File: config.mk
export PLATFORM = sky130hd
export DESIGN_NAME = cpu_datapath
export DESIGN_NICKNAME = d
export VERILOG_FILES = /design/src/rtl/cpu_pkg.sv /design/src/rtl/cpu_alu.sv /design/src/rtl/cpu_datapath.sv
export SDC_FILE = /design/constraint.sdc
export NUM_CORES = 1
export LEC_CHECK = 0
export ABC_CLOCK_PERIOD_IN_PS = 2600
export CAP_MARGIN = 20
export CORE_ASPECT_RATIO = 1.1
export CORE_MARGIN = 4
export CORE_UTILIZATION = 31
export DETAILED_ROUTE_END_ITERATION = 10
export PLACE_DENSITY_LB_ADDON = 0.05
export SLEW_MARGIN = 40
export SYNTH_ARGS = -nofsm -noshare
export SYNTH_HDL_FRONTEND = slang
export SYNTH_SLANG_ARGS = --single-unit
File: constraint.sdc
create_clock -name clk -period 2.6 [get_ports clk]
set_input_delay 0.52 -clock clk [delete_from_list [all_inputs] [get_ports clk]]
set_output_delay 0.52 -clock clk [all_outputs]
set_load 0.05 [all_outputs]
File: src/rtl/cpu_pkg.sv
// Shared definitions for the datapath and its controller: widths, ALU modes, IR fields.
// The optional DATAPATH_FLAGS_EN build adds the registered zero/carry flags in cpu_datapath.
package cpu_pkg;

  localparam int DATA_W = 16;
  localparam int ADDR_W = 12;
  localparam int OPC_W  = 4;

  localparam int OPC_MSB  = 15;
  localparam int OPC_LSB  = 12;
  localparam int ADDR_MSB = 11;
  localparam int ADDR_LSB = 0;

  localparam logic [ADDR_W-1:0] PC_STEP = 12'h001;
  localparam logic [ADDR_W-1:0] PC_ZERO = 12'h000;
  localparam logic [DATA_W-1:0] DATA_ZERO = 16'h0000;

  typedef enum logic {
    ALU_ADD = 1'b0,
    ALU_SUB = 1'b1
  } alu_mode_e;

  function automatic logic [OPC_W-1:0] ir_opcode(input logic [DATA_W-1:0] ir);
    return ir[OPC_MSB:OPC_LSB];
  endfunction

  function automatic logic [ADDR_W-1:0] ir_addr(input logic [DATA_W-1:0] ir);
    return ir[ADDR_MSB:ADDR_LSB];
  endfunction

endpackage

File: src/rtl/cpu_alu.sv
// Combinational add/subtract unit; carry is carry-out on add and borrow (a < b) on subtract.
module cpu_alu
  import cpu_pkg::*;
(
  input  logic [DATA_W-1:0] i_a,
  input  logic [DATA_W-1:0] i_b,
  input  alu_mode_e         i_mode,
  output logic [DATA_W-1:0] o_result,
  output logic              o_carry
);

  logic [DATA_W:0] w_sum;
  logic [DATA_W:0] w_diff;

  // One extra bit holds the carry-out of the add and the borrow of the subtract.
  assign w_sum  = {1'b0, i_a} + {1'b0, i_b};
  assign w_diff = {1'b0, i_a} - {1'b0, i_b};

  // Select the operation result and its status bit.
  always_comb begin
    o_result = w_sum[DATA_W-1:0];
    o_carry  = w_sum[DATA_W];
    case (i_mode)
      ALU_ADD: begin
        o_result = w_sum[DATA_W-1:0];
        o_carry  = w_sum[DATA_W];
      end
      ALU_SUB: begin
        o_result = w_diff[DATA_W-1:0];
        o_carry  = w_diff[DATA_W];
      end
      default: begin
        o_result = w_sum[DATA_W-1:0];
        o_carry  = w_sum[DATA_W];
      end
    endcase
  end

endmodule

File: src/rtl/cpu_datapath.sv
// Accumulator-style datapath: A, B, C, IR and PC registers around a shared add/sub ALU.
// Define DATAPATH_FLAGS_EN to register zero/carry on each loadC; otherwise both read 0.
module cpu_datapath
  import cpu_pkg::*;
(
  input  logic              clk,
  input  logic              rst,
  input  logic              en,
  input  logic              loadA,
  input  logic              loadB,
  input  logic              loadC,
  input  logic              loadIR,
  input  logic              loadPC,
  input  logic              incPC,
  input  logic              mode,
  input  logic              selA,
  input  logic              selB,
  input  logic              we_DM,
  output logic [OPC_W-1:0]  opcode,
  output logic [ADDR_W-1:0] im_addr,
  input  logic [DATA_W-1:0] im_data,
  output logic [ADDR_W-1:0] dm_addr,
  output logic [DATA_W-1:0] dm_wdata,
  input  logic [DATA_W-1:0] dm_rdata,
  output logic              dm_we,
  output logic              zero,
  output logic              carry
);

  logic [DATA_W-1:0] r_a;
  logic [DATA_W-1:0] r_b;
  logic [DATA_W-1:0] r_c;
  logic [DATA_W-1:0] r_ir;
  logic [ADDR_W-1:0] r_pc;

  logic [DATA_W-1:0] w_a_src;
  logic [DATA_W-1:0] w_b_src;
  logic [DATA_W-1:0] w_alu_result;
  logic              w_alu_carry;

  assign w_a_src = selA ? r_c : dm_rdata;
  assign w_b_src = selB ? r_c : dm_rdata;

  cpu_alu u_alu (
    .i_a      (r_a),
    .i_b      (r_b),
    .i_mode   (alu_mode_e'(mode)),
    .o_result (w_alu_result),
    .o_carry  (w_alu_carry)
  );

  // Operand and result registers; A/B sample the pre-edge C, so loadA with loadC reads the old C.
  always_ff @(posedge clk) begin
    if (rst) begin
      r_a <= DATA_ZERO;
      r_b <= DATA_ZERO;
      r_c <= DATA_ZERO;
    end else if (en) begin
      if (loadA) r_a <= w_a_src;
      if (loadB) r_b <= w_b_src;
      if (loadC) r_c <= w_alu_result;
    end
  end

  // Instruction register and program counter; a jump (loadPC) overrides increment.
  always_ff @(posedge clk) begin
    if (rst) begin
      r_ir <= DATA_ZERO;
      r_pc <= PC_ZERO;
    end else if (en) begin
      if (loadIR) r_ir <= im_data;
      if (loadPC) begin
        r_pc <= ir_addr(r_ir);
      end else if (incPC) begin
        r_pc <= r_pc + PC_STEP;
      end
    end
  end

`ifdef DATAPATH_FLAGS_EN
  logic r_zero;
  logic r_carry;

  // Status flags track the most recent ALU result written into C.
  always_ff @(posedge clk) begin
    if (rst) begin
      r_zero  <= 1'b0;
      r_carry <= 1'b0;
    end else if (en && loadC) begin
      r_zero  <= (w_alu_result == DATA_ZERO);
      r_carry <= w_alu_carry;
    end
  end

  assign zero  = r_zero;
  assign carry = r_carry;
`else
  logic w_flags_unused;
  assign w_flags_unused = w_alu_carry;
  assign zero  = 1'b0;
  assign carry = 1'b0;
`endif

  assign opcode   = ir_opcode(r_ir);
  assign im_addr  = r_pc;
  assign dm_addr  = ir_addr(r_ir);
  assign dm_wdata = r_a;
  assign dm_we    = we_DM & en;

endmodule

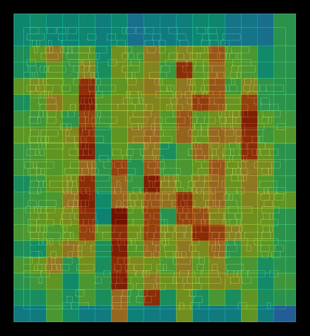
Fig. 1. Routing congestion.
WL/cell: 15.4 µm
gr usage total: 16.9%
GRT met1 Usage: 18.6%
Finished Core Util: 46.7%
global route hottest layer: met2

==> impl_metrics.yaml <==
# flow metrics
final_layout:
  fin_cells: 849
  fillCellCount: 1352
  drive_gt1_share_pct: 18.5
  layout_top_cells: "86 x clkdlybuf4s50_1, 72 x dfxtp_1, 68 x nor2_1"
  final_area_mm2: 0.00622
  nonClkBufAreaFrac_pct: 22.7
yosys:
  ys_ff: 76
  synth-xor-area-share_pct: 5.56
  synth.mux.area_fraction_pct: 8.00
  synth-main-ff-cell: "dfxtp_1"
  synth.logic.top_family: "AND-OR/OR-AND gates"
  syn_area_mm2: 0.00426
  synth.area.top_cells: "dfxtp_1 36%, mux2i_1 8.0%, a21oi_1 6.9%"
  async_flop_share_pct: 0
final_timing:
  fmax_mhz: 347
  rsz0062_at_grt: "yes"
  setup_viol: 4
  period_used_pct: 111
  slew_violations: 0
  worst_slack_ps: -282
  slew_headroom_pct: 58.4
  whs_ps: 457
power:
  comb_power_mw: 1.31
  p_sw_share_pct: 32.0
  p_clk_mw: 1.30
  power_frac_clock_pct: 33.0
  leakagePower_nw: 2.40
  powerDensity_mw_per_mm2: 632
  ir_drop_v: 0.000293
worst_setup_path:
  end_kind: "flop"
  worstRegToRegCells: 11
  r2r_start: "r_b[6]$_SDFFE_PP0P_"
  cp_data_arrival_time_ps: 3150
  crit_cells: 11
  critPathKind: "reg2reg"
  r2r-end: "r_c[14]$_SDFFE_PP0P_"
  critical-path-slowest-cell: "or4_4"
clock_tree:
  cts_max_path_buffers: 2
  cts-resized-gates: 10
  path_clk_slew_ps: 60
  h-tree-depth: 3
die:
  rows: 44
  die_area_mm2: 0.0157
drt:
  vias: 4167
  wirelength_um: 13000
  top_layer_used: "met4"
grt:
  overflow: 0
  grt_antenna_before_repair: 0
worst_hold_path:
  hold_path_class: "reg2reg"
outcome:
  failed_checks: "setup timing"
  outcome: "finished, violations left"
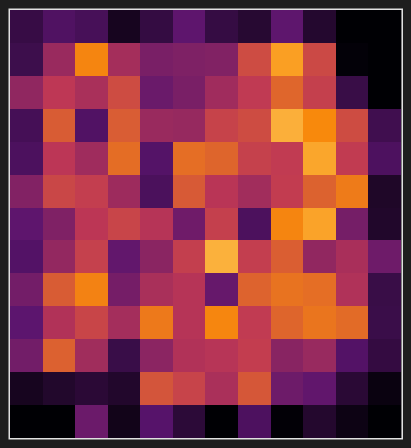
Fig. 2. Cell area per tile.
12 x 13 tiles, from black (low) to pale yellow (high), 0 to 100% covered.
tiles over 75% full	3.2%
fullest tile	83%
mean over tiles	38%
nearly empty tiles	6.4%
core area: 0.0133 mm²
Core Util at FP: 31.9%

Power is estimated from default activity; no workload was simulated.
